`src/rtl/mem_access_stage.sv`:
```
// MEM stage of a 5-stage RISC-V pipeline: drives a single-outstanding data-memory
// bus, sizes/aligns store data and extracts loads for write-back.
module mem_access_stage (
  input  logic        clk,
  input  logic        rst,
  input  logic [31:0] mem_alu_result,
  input  logic [31:0] mem_rs2_data,
  input  logic [31:0] mem_pc_plus_4,
  input  logic [2:0]  mem_func3,
  input  logic [4:0]  mem_rd_addr,
  input  logic        mem_reg_write_en,
  input  logic        mem_mem_read,
  input  logic        mem_mem_write,
  input  logic [1:0]  mem_mem_to_reg_sel,
  output logic        dmem_req,
  output logic        dmem_we,
  output logic [31:0] dmem_addr,
  output logic [31:0] dmem_wdata,
  output logic [3:0]  dmem_wstrb,
  input  logic        dmem_ready,
  input  logic [31:0] dmem_rdata,
  output logic        stall_req,
  output logic        mem_fault,
  output logic [31:0] wb_data,
  output logic [4:0]  wb_rd_addr,
  output logic        wb_reg_write_en
);

  typedef enum logic [1:0] {IDLE = 2'd0, BUSY = 2'd1, DONE = 2'd2} state_t;

  state_t      state;
  logic [31:0] ld_q;
  logic [1:0]  off;
  logic        access;
  logic        bad_access;

  function automatic logic func3_legal(input logic is_load, input logic [2:0] f3);
    case (f3)
      3'b000, 3'b001, 3'b010: return 1'b1;
      3'b100, 3'b101:         return is_load;
      default:                return 1'b0;
    endcase
  endfunction

  function automatic logic misaligned(input logic [2:0] f3, input logic [1:0] a);
    case (f3[1:0])
      2'b01:   return a[0];
      2'b10:   return a != 2'b00;
      default: return 1'b0;
    endcase
  endfunction

  function automatic logic [31:0] load_extract(input logic [31:0] word,
                                               input logic [1:0]  a,
                                               input logic [2:0]  f3);
    logic [7:0]  b;
    logic [15:0] h;
    case (a)
      2'd0:    b = word[7:0];
      2'd1:    b = word[15:8];
      2'd2:    b = word[23:16];
      default: b = word[31:24];
    endcase
    h = a[1] ? word[31:16] : word[15:0];
    case (f3)
      3'b000:  return {{24{b[7]}}, b};
      3'b001:  return {{16{h[15]}}, h};
      3'b100:  return {24'h0, b};
      3'b101:  return {16'h0, h};
      default: return word;
    endcase
  endfunction

  assign off    = mem_alu_result[1:0];
  assign access = mem_mem_read ^ mem_mem_write;

  // Read+write together is never a legal access; it faults rather than going to the bus.
  assign bad_access = (mem_mem_read & mem_mem_write)
                    | (access & (~func3_legal(mem_mem_read, mem_func3) | misaligned(mem_func3, off)));

  always_ff @(posedge clk or posedge rst) begin
    if (rst) begin
      state <= IDLE;
      ld_q  <= 32'h0;
    end else begin
      case (state)
        IDLE: if (access && !bad_access) state <= BUSY;
        BUSY: if (dmem_ready) begin
          state <= DONE;
          if (mem_mem_read) ld_q <= dmem_rdata;
        end
        default: state <= IDLE;
      endcase
    end
  end

  // Bus signals come straight from the frozen EX-MEM inputs, so they hold through BUSY.
  always_comb begin
    dmem_wstrb = 4'b0000;
    case (mem_func3[1:0])
      2'b00:   dmem_wdata = {4{mem_rs2_data[7:0]}};
      2'b01:   dmem_wdata = {2{mem_rs2_data[15:0]}};
      default: dmem_wdata = mem_rs2_data;
    endcase
    if (mem_mem_write) begin
      case (mem_func3[1:0])
        2'b00:   dmem_wstrb = 4'b0001 << off;
        2'b01:   dmem_wstrb = off[1] ? 4'b1100 : 4'b0011;
        default: dmem_wstrb = 4'b1111;
      endcase
    end
  end

  assign dmem_req  = (state == BUSY);
  assign dmem_we   = mem_mem_write;
  assign dmem_addr = {mem_alu_result[31:2], 2'b00};

  assign mem_fault = (state == IDLE) && bad_access;
  assign stall_req = ((state == IDLE) && access && !bad_access) || (state == BUSY);

  always_comb begin
    case (mem_mem_to_reg_sel)
      2'b00:   wb_data = mem_alu_result;
      2'b01:   wb_data = load_extract(ld_q, off, mem_func3);
      2'b10:   wb_data = mem_pc_plus_4;
      default: wb_data = 32'h0;
    endcase
  end

  assign wb_rd_addr      = mem_rd_addr;
  assign wb_reg_write_en = mem_reg_write_en & ~stall_req & ~mem_fault;

endmodule

```
`config.mk`:
```
export PLATFORM = sky130hd
export DESIGN_NAME = mem_access_stage
export DESIGN_NICKNAME = d
export VERILOG_FILES = /design/src/rtl/mem_access_stage.sv
export SDC_FILE = /design/constraint.sdc
export NUM_CORES = 1
export LEC_CHECK = 0
export CAP_MARGIN = 30
export CORE_ASPECT_RATIO = 1.5
export CORE_MARGIN = 3
export CORE_UTILIZATION = 35
export CTS_CLUSTER_DIAMETER = 100
export DETAILED_ROUTE_END_ITERATION = 8
export DONT_BUFFER_PORTS = 1
export PLACE_DENSITY = 0.5
export SLEW_MARGIN = 20
export SYNTH_ARGS = -nofsm -noshare
export SYNTH_HDL_FRONTEND = slang
export SYNTH_SLANG_ARGS = --single-unit
```
`constraint.sdc`:
```
create_clock -name clk -period 2.3 [get_ports clk]
set_input_delay 0.345 -clock clk [delete_from_list [all_inputs] [get_ports clk]]
set_output_delay 0.345 -clock clk [all_outputs]
set_load 0.005 [all_outputs]
```
Fig. 1: run 1, metal layers overlaid
Only two layers are drawn.
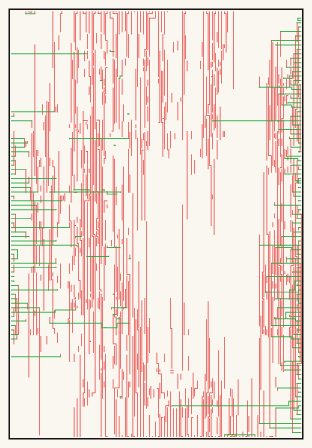
legend:
  red:
    layer: M2
    wire_length: 6470 µm
  green:
    layer: M3
    wire_length: 864 µm
via count: 2799
DR WL/cell: 27.02 µm
gr usage total: 20.14%
Detailed Route WL: 12160 µm

Fig. 2: run 1, close-up of the layout
The bar under the picture is 10 µm long. Window x 30 to 60, y 50 to 80 µm. Cells in gray, sequential cells in the stronger gray; small squares are vias.
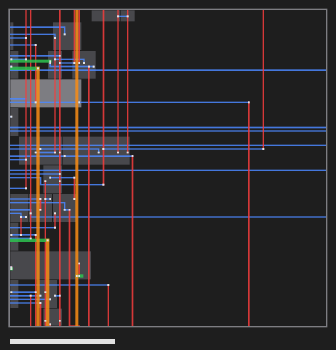
legend:
  blue:
    layer: M1
  green:
    layer: M3
  red:
    layer: M2
  orange:
    layer: M4
cells with their middle in the window: 13
sequential cells in the window: 1
most frequent: o21ai_0 (3), nor2b_1 (2)
netlist names of flops here include: `ld_q` (1)

Fig. 3: run 1, met4 routing
Supply wires on this layer in gray.
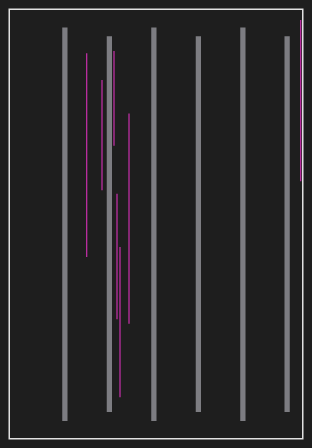
longest straight run: 63.9 µm
nets with wire on the layer: 7

==> qor.csv, run 1 <==
stage;metric;value;unit
power_and_ir_drop;internal power;1.973;mW
setup_path;Setup CP Type;primary input to output pin;
synth;most common library cells after synthesis;nand2_1 (65), buf_4 (47), dfrtp_1 (34);
grt;largest net degree at the start of global routing;35;
power_and_ir_drop;sequential share of power;41.1;%
power_and_ir_drop;power per cell area;856.8;nW/µm²
power_and_ir_drop;heaviest power group;sequential cells;
run_status;status;finished, final reports clean;
setup_path;crit path DAT;1.75;ns
die;io pins;254;
synth;Cell Area, Synth;3627;µm²
synth;Synth flops;34;
synth;Yosys cell types;47;
timing;final setup violation count;0;
synth;chip area in the Yosys report;3627;µm²
finish;Non-clock buffer share;2.878;%
synth;Post-Syn Area per Cell;9.183;µm²
synth;number of enable flip-flop cells;0;
clock_network;Latency at later pin;0.28;ns
synth;ao+oa area frac;19.21;%
setup_path;Top Family by Delay on Critical Path;AND-OR/OR-AND gates;
synth;Syn. warnings;0;
drt;WL met2;6471;µm
grt;met2 GRT Util;36.91;%
power_and_ir_drop;Seq group;1.23;mW
finish;Reg area;850.8;µm²
finish;multi-input gates;279;
==> run 1 -> run 2 <==
- HOLD_SLACK_MARGIN: not set -> 0.15
Fig. 4: run 2, met4 routing
Supply wires on this layer in gray.
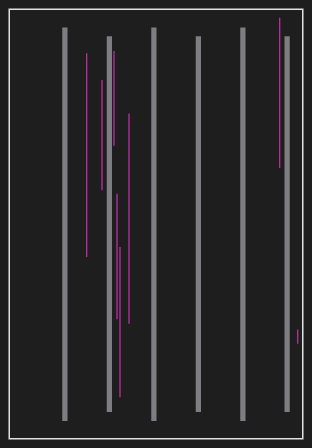
longest straight run: 63.9 µm
share of all routed wire: 2.6%
nets with wire on the layer: 8
wire length on this layer: 321 µm

==> qor.csv, run 2 <==
stage;metric;value;unit;change
synth;comb area leader;multiplexers;;
die;io pins;254;;unchanged
power_and_ir_drop;internal power;1.974;mW;about the same
drt;WL met2;6450;µm;-0.32%
setup_path;Crit. Startpoint;mem_func3[0];;
synth;Yosys cell types;47;;unchanged
timing;final setup violation count;0;;unchanged
setup_path;crit path DAT;1.74;ns;about the same
timing;Tmin final;2.087;ns;
placed_design;input/output buffers;0;;
synth;Post-Syn Area per Cell;9.183;µm²;unchanged
synth;cell total in the yosys stat output;395;;
finish;multi-input gates;279;;unchanged
finish;Largest register FFs;32;;
min_path;Worst Hold Class;primary input to flop;;
power_and_ir_drop;Seq group;1.22;mW;about the same
synth;Syn. warnings;0;;unchanged
timing;fmax;479.1;MHz;
die;Die Wd;89.12;µm;
finish;number of antenna diodes;0;;
power_and_ir_drop;heaviest power group;sequential cells;;
finish;Reg area;850.8;µm²;unchanged
drt;DR WL/cell;26.91;µm;-0.42%
synth;ys flop type;dfrtp_1;;
grt;gr usage total;20.15;%;about the same
synth;chip area in the Yosys report;3627;µm²;unchanged
drt;via count;2799;;unchanged
min_path;hold depth;1;;
synth;number of enable flip-flop cells;0;;unchanged
finish;post-route cell area;3488;µm²;
finish;Non-clock buffer share;3.156;%;+0.28 points
synth;ao+oa area frac;19.21;%;unchanged
power_and_ir_drop;total design power;2.977;mW;
synth;Synth flops;34;;unchanged
clock_network;CTS resizes;0;;
drt;Top Layer Used;met4;;
grt;number of antenna violations at the first check in global routing;0;;
drt;Detailed Route WL;12140;µm;-0.20%
setup_path;Worst setup SP type;primary input;;
synth;Cell Area, Synth;3627;µm²;unchanged
setup_path;Setup CP Type;primary input to output pin;;
drt;drt drc;0;;
run_status;status;finished, final reports clean;;
finish;most used logic cell in the final layout;nand2_1;;
power_and_ir_drop;sequential share of power;41.1;%;about the same
power_and_ir_drop;power per cell area;853.4;nW/µm²;-0.40%
grt;largest net degree at the start of global routing;35;;unchanged
finish;Layout clock area frac;4.232;%;
grt;met2 GRT Util;36.91;%;unchanged
Fig. 5: run 2, clock wiring as the flow saved it
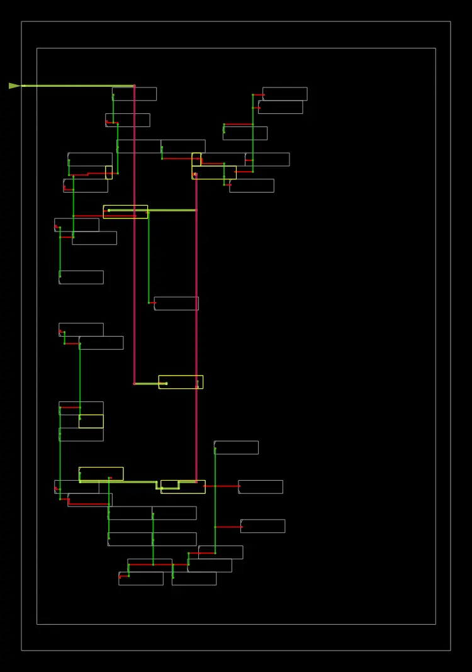
CTS Buf Count: 5
Latency at later pin: 0.28 ns

==> run 2 -> run 3 <==
- MAX_ROUTING_LAYER: not set -> met4
Fig. 6: run 3, close-up of the layout
The bar under the picture is 10 µm long. Window x 30 to 60, y 50 to 80 µm. Cells in gray, sequential cells in the stronger gray; small squares are vias.
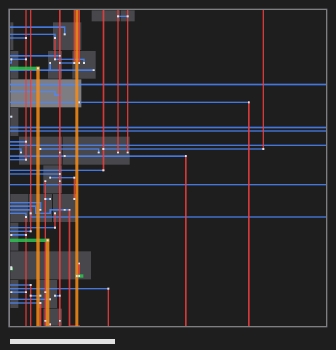
legend:
  orange:
    layer: M4
  green:
    layer: M3
  red:
    layer: M2
  blue:
    layer: M1
most frequent: o21ai_0 (3), nor2b_1 (2)
cells with their middle in the window: 13
sequential cells in the window: 1
netlist names of flops here include: `ld_q` (1)

==> qor.csv, run 3 <==
stage;metric;value;unit;change
timing;final setup violation count;0;;unchanged
grt;gr usage total;20.72;%;+0.57 points
finish;multi-input gates;279;;unchanged
synth;comb area leader;multiplexers;;
drt;WL met2;6543;µm;+1.4%
synth;Post-Syn Area per Cell;9.183;µm²;unchanged
synth;cell total in the yosys stat output;395;;unchanged
die;io pins;254;;unchanged
synth;number of enable flip-flop cells;0;;unchanged
grt;met2 GRT Util;37.43;%;+0.52 points
clock_network;CTS Buf Count;5;;unchanged
finish;number of antenna diodes;0;;unchanged
clock_network;CTS resizes;0;;unchanged
setup_path;crit path DAT;1.75;ns;about the same
run_status;status;finished, final reports clean;;
placed_design;input/output buffers;0;;unchanged
finish;post-route cell area;3488;µm²;unchanged
drt;via count;2802;;+0.11%
drt;Top Layer Used;met4;;
drt;DR WL/cell;26.99;µm;+0.29%
finish;Layout clock area frac;4.232;%;unchanged
synth;ys flop type;dfrtp_1;;
synth;ao+oa area frac;19.21;%;unchanged
synth;chip area in the Yosys report;3627;µm²;unchanged
clock_network;Latency at later pin;0.28;ns;about the same
synth;Synth flops;34;;unchanged
timing;Tmin final;2.094;ns;+0.006387 ns
finish;Non-clock buffer share;3.156;%;unchanged
finish;Reg area;850.8;µm²;unchanged
synth;Syn. warnings;0;;unchanged
drt;drt drc;0;;unchanged
synth;Cell Area, Synth;3627;µm²;unchanged
synth;Yosys cell types;47;;unchanged
power_and_ir_drop;sequential share of power;41.0;%;about the same
setup_path;Worst setup SP type;primary input;;
power_and_ir_drop;Seq group;1.22;mW;about the same
power_and_ir_drop;internal power;1.974;mW;about the same
Fig. 7: run 3, met4 routing
Supply wires on this layer in gray.
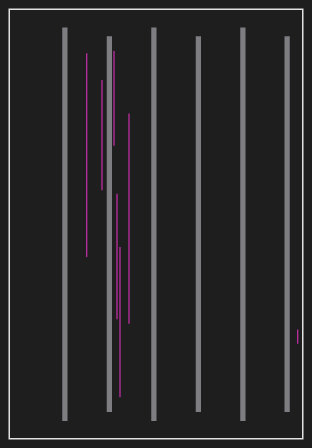
longest straight run: 63.9 µm
main direction: vertical

No activity file was given, so power comes from the tool's default toggle rates.
